### config.mk
export PLATFORM = sky130hd
export DESIGN_NAME = otter_mem_arbiter
export DESIGN_NICKNAME = d
export VERILOG_FILES = /design/src/rtl/otter_mem_arbiter.sv
export SDC_FILE = /design/constraint.sdc
export NUM_CORES = 1
export LEC_CHECK = 0
export CAP_MARGIN = 20
export CORE_AREA = 3 3 104 106
export DETAILED_ROUTE_END_ITERATION = 12
export DIE_AREA = 0 0 107 109
export GPL_ROUTABILITY_DRIVEN = 0
export PLACE_DENSITY = 0.91
export SYNTH_ARGS = -nofsm -noshare
export SYNTH_HDL_FRONTEND = slang
export SYNTH_SLANG_ARGS = --single-unit
### constraint.sdc
create_clock -name CLK -period 4 [get_ports CLK]
set_input_delay 0.8 -clock CLK [delete_from_list [all_inputs] [get_ports CLK]]
set_output_delay 0.8 -clock CLK [all_outputs]
set_load 0.02 [all_outputs]
### src/rtl/otter_mem_arbiter.sv
// Shared OTTER memory port arbiter: MEM-stage data access (DM) has priority over instruction fetch (IF).
// Optional macro ARB_FAIRNESS_EN lets a starved fetch win one cycle after STARVE_LIMIT denials.
module otter_mem_arbiter #(
    parameter int ADDR_W       = 32,
    parameter int DATA_W       = 32,
    parameter int STARVE_LIMIT = 4
) (
    input  logic              CLK,
    input  logic              RESET,
    input  logic              IF_REQ,
    input  logic [ADDR_W-1:0] IF_ADDR,
    output logic              IF_GNT,
    output logic              IF_VALID,
    output logic [DATA_W-1:0] IF_DATA,
    input  logic              DM_REQ,
    input  logic              DM_WE,
    input  logic [ADDR_W-1:0] DM_ADDR,
    input  logic [DATA_W-1:0] DM_WDATA,
    input  logic [1:0]        DM_SIZE,
    input  logic              DM_SIGN,
    output logic              DM_GNT,
    output logic              DM_VALID,
    output logic [DATA_W-1:0] DM_RDATA,
    output logic              MEM_RD,
    output logic              MEM_WE,
    output logic [ADDR_W-1:0] MEM_ADDR,
    output logic [DATA_W-1:0] MEM_WDATA,
    output logic [1:0]        MEM_SIZE,
    output logic              MEM_SIGN,
    input  logic [DATA_W-1:0] MEM_RDATA,
    output logic              STALL_IF
);

    typedef enum logic [1:0] {
        RSP_NONE = 2'd0,
        RSP_IF   = 2'd1,
        RSP_DM   = 2'd2
    } rsp_t;

    rsp_t              rsp_q, rsp_d;
    logic              dm_load_q;
    logic [DATA_W-1:0] if_data_q;
    logic [DATA_W-1:0] dm_data_q;
    logic              force_if;

    generate
        if (STARVE_LIMIT < 1 || STARVE_LIMIT > 15) begin : g_bad_starve_limit
            $error("otter_mem_arbiter: STARVE_LIMIT must be in 1..15");
        end
    endgenerate

`ifdef ARB_FAIRNESS_EN
    logic [3:0] starve_q;

    assign force_if = IF_REQ && (starve_q == 4'(STARVE_LIMIT));

    // Counts consecutive denied fetch cycles; the forced IF win itself clears it.
    always_ff @(posedge CLK or posedge RESET) begin
        if (RESET) begin
            starve_q <= 4'd0;
        end else if (IF_REQ && !IF_GNT) begin
            starve_q <= starve_q + 4'd1;
        end else begin
            starve_q <= 4'd0;
        end
    end
`else
    assign force_if = 1'b0;
`endif

    always_comb begin
        DM_GNT    = DM_REQ & ~force_if;
        IF_GNT    = IF_REQ & ~DM_GNT;
        STALL_IF  = IF_REQ & ~IF_GNT;
        MEM_RD    = 1'b0;
        MEM_WE    = 1'b0;
        MEM_ADDR  = '0;
        MEM_WDATA = '0;
        MEM_SIZE  = 2'b00;
        MEM_SIGN  = 1'b0;
        rsp_d     = RSP_NONE;
        if (DM_GNT) begin
            MEM_RD    = ~DM_WE;
            MEM_WE    = DM_WE;
            MEM_ADDR  = DM_ADDR;
            MEM_WDATA = DM_WDATA;
            MEM_SIZE  = DM_SIZE;
            MEM_SIGN  = DM_SIGN;
            rsp_d     = RSP_DM;
        end else if (IF_GNT) begin
            MEM_RD    = 1'b1;
            MEM_ADDR  = IF_ADDR;
            MEM_SIZE  = 2'b10;
            rsp_d     = RSP_IF;
        end
    end

    // Stores acknowledge through DM_VALID but must not disturb the held load result.
    always_ff @(posedge CLK or posedge RESET) begin
        if (RESET) begin
            rsp_q     <= RSP_NONE;
            dm_load_q <= 1'b0;
            if_data_q <= '0;
            dm_data_q <= '0;
        end else begin
            rsp_q     <= rsp_d;
            dm_load_q <= DM_GNT & ~DM_WE;
            if (rsp_q == RSP_IF) begin
                if_data_q <= MEM_RDATA;
            end
            if (rsp_q == RSP_DM && dm_load_q) begin
                dm_data_q <= MEM_RDATA;
            end
        end
    end

    assign IF_VALID = (rsp_q == RSP_IF);
    assign DM_VALID = (rsp_q == RSP_DM);
    assign IF_DATA  = IF_VALID ? MEM_RDATA : if_data_q;
    assign DM_RDATA = (DM_VALID && dm_load_q) ? MEM_RDATA : dm_data_q;

endmodule

### Wiring by layer, run 1

(3 px per um)
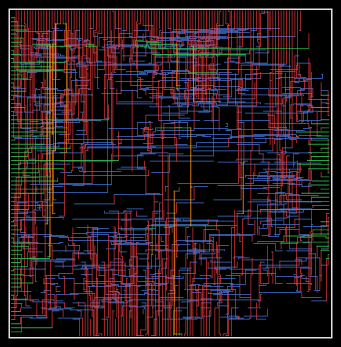
legend:
  met2:
    colour: red
    wire_length: 7200 um
  met3:
    colour: green
    wire_length: 959 um
  met1:
    colour: blue
    wire_length: 5130 um
  met4:
    colour: orange
    wire_length: 406 um
total routing resource utilization after global routing: 22.9%
average detailed-routed wire length per instance: 21.5 um
Detailed Route WL: 13.7 mm

### Clock wires, drivers and flops, run 1

(2 px per um)
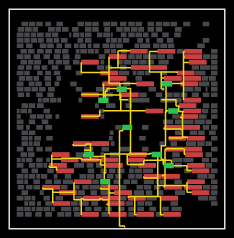
legend:
  flip-flops:
    colour: red
    count: 67
  cells driving clock nets:
    colour: green
    count: 9
  clock wires:
    colour: yellow
    length: 817 um
routed clock nets: 10
skew final: 7.15 ps
clock network latency to the later pin of the worst-skew pair: 330 ps
power in the clock group: 617 uW
part of the power in the clock network: 24.6%

==> impl_results.rst, run 1 <==
Physical design figures
=======================

.. list-table::
   :header-rows: 1

   * - Metric
     - Value
   * - Combinational Area
     - between 1000 and 1500 um^2
   * - Antenna violations before repair
     - 0
   * - Wire length of the first global-routing pass
     - a little under 20 mm
   * - First DRT Iteration DRCs
     - roughly 150
   * - Power density over the cells
     - around 400 nW/um^2
   * - Most Frequent Cell on Critical Path
     - clkdlybuf4s50_1
   * - Endpoints failing setup
     - 0
   * - Sum of negative setup slack
     - 0 ps
   * - Reg area
     - 1680 um^2
   * - Antenna diode instance count
     - 0
   * - Result of the run
     - finished clean
   * - Cells traversed along the worst timing path
     - clkdlybuf4s50_1 > nor2b_2 > buf_4 > a22o_1 > clkdlybuf4s50_1
   * - Cell Type Count
     - 16
   * - Proportion of layout cells with a drive suffix above 1
     - a little under an eighth
   * - Inserted Clock Buffers
     - 9
   * - Hold crit path type
     - reg -> reg
   * - HPWL after DPL
     - 11.4 mm
   * - Die extent in x
     - ~110 um
   * - Crit end category
     - output pin
   * - Area overhead of the layout relative to synthesis
     - 92.1%
   * - Internal Dissipation
     - between 1.5 and 2 mW
   * - Worst-case setup slack after placement
     - ~460 ps
### Close-up of the layout, run 1

Region (70, 17) to (90, 37) um. Cells in grey, sequential cells in the stronger grey; small squares are vias.
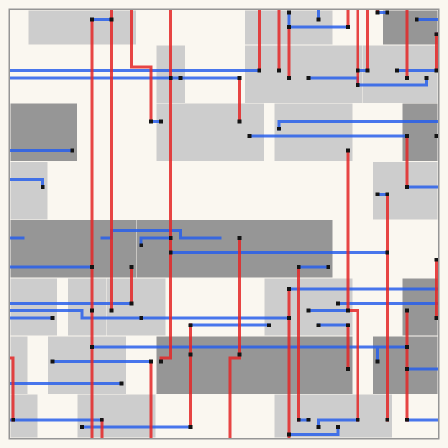
legend:
  met2:
    colour: red
  met1:
    colour: blue
cells with their middle in the window: 17
most frequent: clkdlybuf4s50_1 (4), mux2_4 (3), dfrtp_1 (3)
sequential cells in the window: 3
netlist names of flops here include: if_data_q (2), dm_data_q (1)

### Routing congestion, run 1

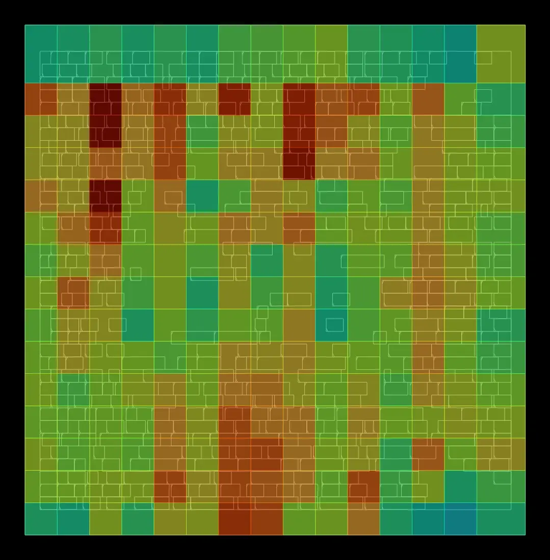
GR met3 Demand/Resource: 6.22%
global-route met2 utilization: 40.9%
GR peak layer: met2
Finished Core Util: 63.4%

## run 1: final timing paths
path,slack (ps),startpoint,endpoint
worst max register to register,2190,rsp_q[1]$_DFF_PP0_,if_data_q[20]$_DFF_PP0_
min in group asynchronous,970,RESET,if_data_q[16]$_DFF_PP0_
worst max-delay path,450,IF_REQ,MEM_ADDR[25]
worst min register to register,490,dm_data_q[8]$_DFF_PP0_,dm_data_q[8]$_DFF_PP0_
worst min-delay path,490,dm_data_q[8]$_DFF_PP0_,dm_data_q[8]$_DFF_PP0_
max in group asynchronous,2140,RESET,dm_data_q[3]$_DFF_PP0_
## run 1: Yosys cell counts
library cell  number  area share, %
a22o_1            32            8.6
a21o_1             1           0.23
nor2_1             2           0.23
buf_6              4            1.4
mux2_1            30             10
buf_4              4           0.92
and2_1            36            6.9
nor2b_1            5           0.96
clkbuf_1           7           0.81
mux2_2             5            1.7
buf_12             3            1.8
mux2_4            29             13
nand3b_4           1           0.62
dfrtp_1           67             52
buf_2              2           0.31
inv_1              1           0.12
## run 1: routing by layer
metal / wire, um / track usage (%) / share of wire, % / vias up
met1: 5130 / 25.7 / 37 / 1452
li1: - / - / - / 1352
met5: 0 / 0 / 0 / -
met2: 7200 / 40.9 / 53 / 159
met4: 405 / 9.86 / 3.0 / 0
met3: 958 / 6.22 / 7.0 / 23
## run 1: cell type report
cell class / count / share of cell area, %
tap: 133 / 2.66
inverter: 1 / 0.0601
multi-input combinational: 141 / 22.6
sequential: 67 / 26.8
timing repair buffer: 279 / 44.4
clock inverter: 4 / 1.18
clock buffer: 12 / 2.32
## run 1: worst max-delay path, delay by kind of cell
family,cells,cell delay [ps]
simple gates,1,190
compound gates,1,230
buf+inv,3,1500
## run 1: sequential cells by signal, summed over array words and instances, names as in the netlist
signal,flops
dm_load_q,1
dm_data_q,32
rsp_q,2
if_data_q,32
## run 1: cells in the final DEF, fill, tap and decap left out, drive strengths merged
master and n:
clkinv 2, nand3b 1, a21o 1, mux2 64, bufinv 2, nor2b 5
a22o 32, buf 7, dfrtp 67, clkdlybuf4s50 272, inv 1, clkbuf 12
and2 36, nor2 2
## run 1: kinds of logic (layout without fill, tap and decap cells)
family,after synthesis,in the layout,synth area share (%)
AND-OR/OR-AND,33,33,8.85
AND/OR/NAND/NOR,44,44,8.73
buffers and inverters,21,296,5.38
flip-flops,67,67,51.5
multiplexers,64,64,25.5
## run 1: power by group through the flow
stage / Sequential, mW / Combinational [mW] / Clock [mW]
after global routing: 0.858 / 1.10 / 0.664
after detailed placement: 0.859 / 1.05 / 0
final: 0.845 / 1.04 / 0.617
after floorplan: 0.844 / 0.501 / 0
after global placement: 0.849 / 1.03 / 0
after CTS: 0.846 / 1.06 / 0.634
## run 1: metrics by stage
step	power (mW)	hold slack [ps]	cells	instance area (um^2)
2_1_floorplan	1.35	523	229	3250
3_5_place_dp	1.91	477	621	6030
6_report	2.51	492	637	6250
5_1_grt	2.62	506	637	6250
3_3_place_gp	1.88	470	621	6030
4_1_cts	2.54	494	637	6250
### M4 wires, run 1

(3 px per um) Cells faint in the background.
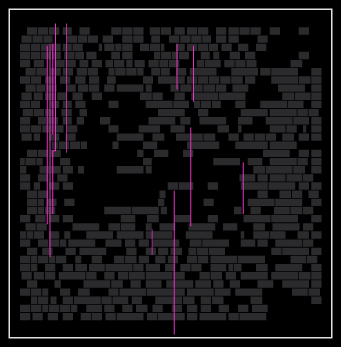

## Run 2: what changed since run 1
--- a/config.mk
+++ b/config.mk
@@ -6,11 +6,11 @@
 export NUM_CORES = 1
 export LEC_CHECK = 0
 export CAP_MARGIN = 20
-export CORE_AREA = 3 3 104 106
+export CORE_MARGIN = 5
+export CORE_UTILIZATION = 35
 export DETAILED_ROUTE_END_ITERATION = 12
-export DIE_AREA = 0 0 107 109
 export GPL_ROUTABILITY_DRIVEN = 0
-export PLACE_DENSITY = 0.91
+export PLACE_DENSITY = 0.95
 export SYNTH_ARGS = -nofsm -noshare
 export SYNTH_HDL_FRONTEND = slang
 export SYNTH_SLANG_ARGS = --single-unit
### M4 wires, run 2

(4 px per um) Cells faint in the background.
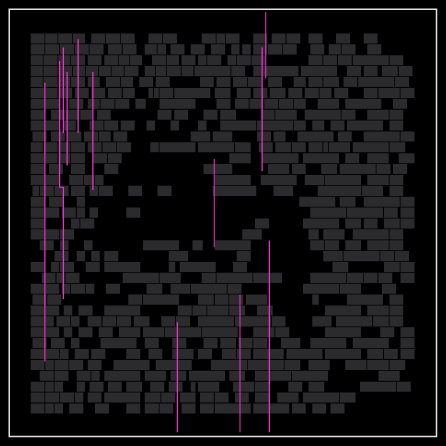
wire length on this layer: 404 um
longest straight run: 69.4 um
share of all routed wire: 3.1%
via count of the routed design: 2948
Detailed Route WL: 13.2 mm

==> run 2 against run 1 <==
Against the previous run: critical path depth unchanged; final area decreased by 0.32%; fmax increased by 5.2%.
==> impl_results.rst, run 2 <==
Physical design figures
=======================

.. list-table::
   :header-rows: 1

   * - Metric
     - Value
   * - Die extent in x
     - 106 um (-0.55%)
   * - Cell family contributing the most delay on the critical path
     - buffers and inverters
   * - Top Layout Cells
     - clkdlybuf4s50_1, dfrtp_1, and2_1
   * - Capturing instance or port of the critical path
     - MEM_ADDR[5]
   * - Total routing resource utilization after global routing
     - 22.7% (-0.20 points)
   * - Tally of non-filler cells in the final layout
     - 615 (-3.5%)
   * - Top cell types by occurrence after synthesis
     - dfrtp_1, and2_1, a22o_1
   * - Post-synth EDFFs
     - 0 (unchanged)
   * - Result of the run
     - finished clean
   * - Top flip-flop cell by instance count after synthesis
     - dfrtp_1
   * - Inserted Clock Buffers
     - 9 (unchanged)
   * - Reg2reg setup slack
     - 2300 ps (+110 ps)
   * - Buffer and inverter count on the worst path
     - 3 (unchanged)
   * - HPWL after DPL
     - 11.2 mm (-1.7%)
   * - Most Frequent Cell on Critical Path
     - clkdlybuf4s50_1
   * - Endpoints failing setup
     - 0 (unchanged)
   * - Fraction of registers with async set/reset
     - 100% (unchanged)
   * - Power density over the cells
     - 397 nW/um^2 (-0.97%)
   * - Sum of negative setup slack
     - 0 ps (unchanged)
   * - Beginning of the worst register-to-register path
     - rsp_q[1]$_DFF_PP0_
   * - Clock network latency to the later pin of the worst-skew pair
     - 330 ps (about the same)
   * - Top post-synthesis cells by area
     - dfrtp_1, mux2_4, mux2_1
   * - Skew final
     - 9.79 ps (+2.64 ps)
   * - Average detailed-routed wire length per instance
     - 21.4 um (-0.28%)
   * - Most common library cell in the layout ignoring fill and taps
     - clkdlybuf4s50_1
-- run 2: cell count changes in the layout (fill, tap and decap cells not counted) --
cell / before / now
clkinv_2: 1 / 2
clkbuf_8: 10 / 9
clkbuf_1: 2 / 1
buf_12: 0 / 1
-- run 2: layer usage --
metal / global-route usage, % / wire length [um] / part of all wire, % / vias to the layer above
met2: 42.9 / 7230 / 55 / 159
met5: 0 / 0 / 0 / -
met1: 23.4 / 4580 / 35 / 1419
met3: 5.83 / 972 / 7.4 / 24
met4: 9.95 / 403 / 3.1 / 0
li1: - / - / - / 1346
-- run 2: cells by family (layout without fill, tap and decap cells) --
logic type | count (synthesis) | in the layout | synth area share [%]
muxes | 64 | 64 | 25.5
buffers and inverters | 21 | 296 | 5.38
DFF | 67 | 67 | 51.5
and+or+nand+nor | 44 | 44 | 8.73
AOI/OAI and AO/OA | 33 | 33 | 8.85
-- run 2: layout make-up --
type,instances,area [um^2],area share (%)
timing repair buffer,280,2790,44.8
sequential,67,1680,26.9
multi-input combinational,141,1410,22.7
tap,111,139,2.23
clock buffer,10,128,2.05
clock inverter,5,78.8,1.27
inverter,1,3.75,0.0603
-- run 2: metrics by stage --
step                power (mW)  area [um^2]  utilization [%]  worst slack, ps
detailed placement        1.91         6020             65.8              644
global route              2.57         6230             68.1              527
finish                    2.47         6230             68.1              631
global placement          1.87         6020             65.8              709
floorplan                 1.35         3250                -             1520
CTS                       2.51         6230             68.1              638
-- run 2: where the power goes --
| group | internal [mW] | switching (mW) |
|---|---|---|
| sequential | 0.808 | 0.0364 |
| combinational | 0.564 | 0.476 |
| clock | 0.347 | 0.242 |
-- run 2: worst min-delay path by stage --
stage / start / to / depth (start not counted)
after detailed placement: dm_data_q[30]$_DFF_PP0_ / dm_data_q[30]$_DFF_PP0_ / 1
after floorplan: if_data_q[22]$_DFF_PP0_ / if_data_q[22]$_DFF_PP0_ / 1
final: if_data_q[20]$_DFF_PP0_ / if_data_q[20]$_DFF_PP0_ / 1
after global placement: dm_data_q[6]$_DFF_PP0_ / dm_data_q[6]$_DFF_PP0_ / 1
after global routing: if_data_q[25]$_DFF_PP0_ / if_data_q[25]$_DFF_PP0_ / 1
after CTS: dm_data_q[30]$_DFF_PP0_ / dm_data_q[30]$_DFF_PP0_ / 1
### Clock wires, drivers and flops, run 2

(2 px per um)
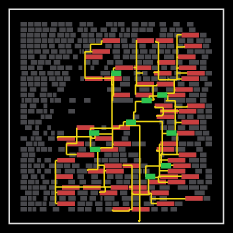

## Run 3: what changed since run 2
--- a/config.mk
+++ b/config.mk
@@ -7,10 +7,10 @@
 export LEC_CHECK = 0
 export CAP_MARGIN = 20
 export CORE_MARGIN = 5
-export CORE_UTILIZATION = 35
+export CORE_UTILIZATION = 29
 export DETAILED_ROUTE_END_ITERATION = 12
 export GPL_ROUTABILITY_DRIVEN = 0
-export PLACE_DENSITY = 0.95
+export PLACE_DENSITY = 0.87
 export SYNTH_ARGS = -nofsm -noshare
 export SYNTH_HDL_FRONTEND = slang
 export SYNTH_SLANG_ARGS = --single-unit
==> constraint.sdc (replaced) <==
create_clock -name CLK -period 2.94 [get_ports CLK]
set_input_delay 0.588 -clock CLK [delete_from_list [all_inputs] [get_ports CLK]]
set_output_delay 0.588 -clock CLK [all_outputs]
set_load 0.02 [all_outputs]
### Clock wires, drivers and flops, run 3

(2 px per um)
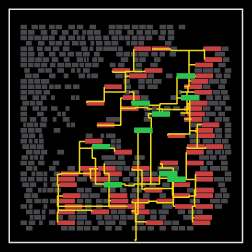
legend:
  flip-flops:
    colour: red
    count: 67
  clock wires:
    colour: yellow
    length: 858 um
  cells driving clock nets:
    colour: green
    count: 9
routed clock nets: 10
skew final: 4.54 ps
power in the clock group: 1.13 mW
clock network latency to the later pin of the worst-skew pair: 320 ps
part of the power in the clock network: 30.5%

==> run 3 against run 2 <==
Against the previous run: via count grew 0.61%; worst setup slack lost 560 ps; die size grew 19%; clock skew shrank 5.3 ps; wire length grew 6.1%; highest routed layer unchanged.
==> impl_results.rst, run 3 <==
Physical design figures
=======================

.. list-table::
   :header-rows: 1

   * - Metric
     - Value
   * - Count of maximum capacitance violations
     - 0
   * - WHS
     - 487 ps
   * - Die extent in x
     - 116 um (+8.9%)
   * - Top post-synthesis cells by area
     - dfrtp_1, mux2_4, mux2_1
   * - Top Layout Cells
     - clkdlybuf4s50_1, dfrtp_1, and2_1
   * - Worst Slack Setup Final
     - 70.5 ps (-561 ps)
   * - Top flip-flop cell by instance count after synthesis
     - dfrtp_1
   * - Worst Hold Path Cells
     - 1 (unchanged)
   * - Pwr Total
     - 3.70 mW (+50%)
   * - Via count of the routed design
     - 2966 (+0.61%)
   * - Fraction of registers with async set/reset
     - 100% (unchanged)
   * - Average detailed-routed wire length per instance
     - 21.6 um (+0.56%)
   * - Endpoints failing setup
     - 0 (unchanged)
   * - Worst-case setup slack after placement
     - 60.4 ps (-583 ps)
   * - Power density over the cells
     - 576 nW/um^2 (+45%)
   * - Hold-fix buffer count after cts
     - 0
   * - Tally of non-filler cells in the final layout
     - 649 (+5.5%)
   * - Die outline height
     - 116 um
   * - Total routing resource utilization after global routing
     - 20.0% (-2.7 points)
   * - Result of the run
     - finished clean
   * - Most common library cell in the layout ignoring fill and taps
     - clkdlybuf4s50_1
   * - Reg2reg setup slack
     - 1540 ps (-760 ps)
   * - Clock tree sinks
     - approximately 67
   * - Sum of negative setup slack
     - 0 ps (unchanged)
   * - Most Frequent Cell on Critical Path
     - clkdlybuf4s50_1
   * - Number of OpenROAD warnings
     - 26
   * - Post-synth EDFFs
     - 0 (unchanged)
   * - Number of hold violations in the final report
     - 0
   * - Shortest clock period the worst path allows after layout
     - between 2000 and 3000 ps
   * - Total non-filler cell area in the finished layout
     - 6430 um^2 (+3.2%)
   * - Finished Core Util
     - 58.8% (-9.3 points)
   * - Top cell types by occurrence after synthesis
     - dfrtp_1, and2_1, a22o_1
   * - Placed Instance Area
     - 6110 um^2 (+1.4%)
   * - HPWL after DPL
     - 11.8 mm (+5.9%)
==> run 3: cell counts after synthesis <==
No cell type changed its count.
==> run 3: final timing paths <==
path | startpoint | to
max in group asynchronous | RESET | if_data_q[16]$_DFF_PP0_
min in group asynchronous | RESET | dm_data_q[18]$_DFF_PP0_
min | dm_data_q[28]$_DFF_PP0_ | dm_data_q[28]$_DFF_PP0_
min reg2reg | dm_data_q[28]$_DFF_PP0_ | dm_data_q[28]$_DFF_PP0_
max | IF_REQ | MEM_ADDR[21]
max reg2reg | rsp_q[1]$_DFF_PP0_ | if_data_q[31]$_DFF_PP0_
==> run 3: layout make-up <==
class	count	area, um^2
flip-flops and latches	67	1680
clock buffers	9	225
clock inverters	6	90.1
repair buffers	285	2850
multi-input cells	141	1410
inverters	1	3.75
fillers	854	4510
well taps	140	175
==> run 3: worst max-delay path, delay by kind of cell <==
kind	cells	cell delay, ps
compound gates	1	150
buf+inv	3	1310
simple gates	1	220
==> run 3: power by group <==
part           internal (mW)  switching, mW  total, mW
logic                  0.772          0.652       1.42
clock network          0.740          0.391       1.13
registers               1.10         0.0483       1.15
total                   2.61           1.09       3.70
==> run 3: kinds of logic (layout without fill, tap and decap cells) <==
logic type             Yosys count  after routing  synth area share, %
buffers and inverters           21            301                 5.38
AOI/OAI and AO/OA               33             33                 8.85
DFF                             67             67                 51.5
muxes                           64             64                 25.5
and+or+nand+nor                 44             44                 8.73
==> run 3: per-layer routing <==
layer	wire length, um	share of wire, %	vias up	GRT usage [%]
met2	7480	53	170	36.4
met1	4730	34	1414	21.5
met4	621	4.4	0	9.28
li1	-	-	1360	-
met5	0	0	-	0
met3	1170	8.4	22	5.43
==> run 3: repair_timing <==
action / CTS / global route
buffers inserted: 0 / 0
gates resized: 0 / 2
endpoints found under the setup margin: 0 / 2
Power figures rest on the tool's default switching activity, not on a simulated workload.
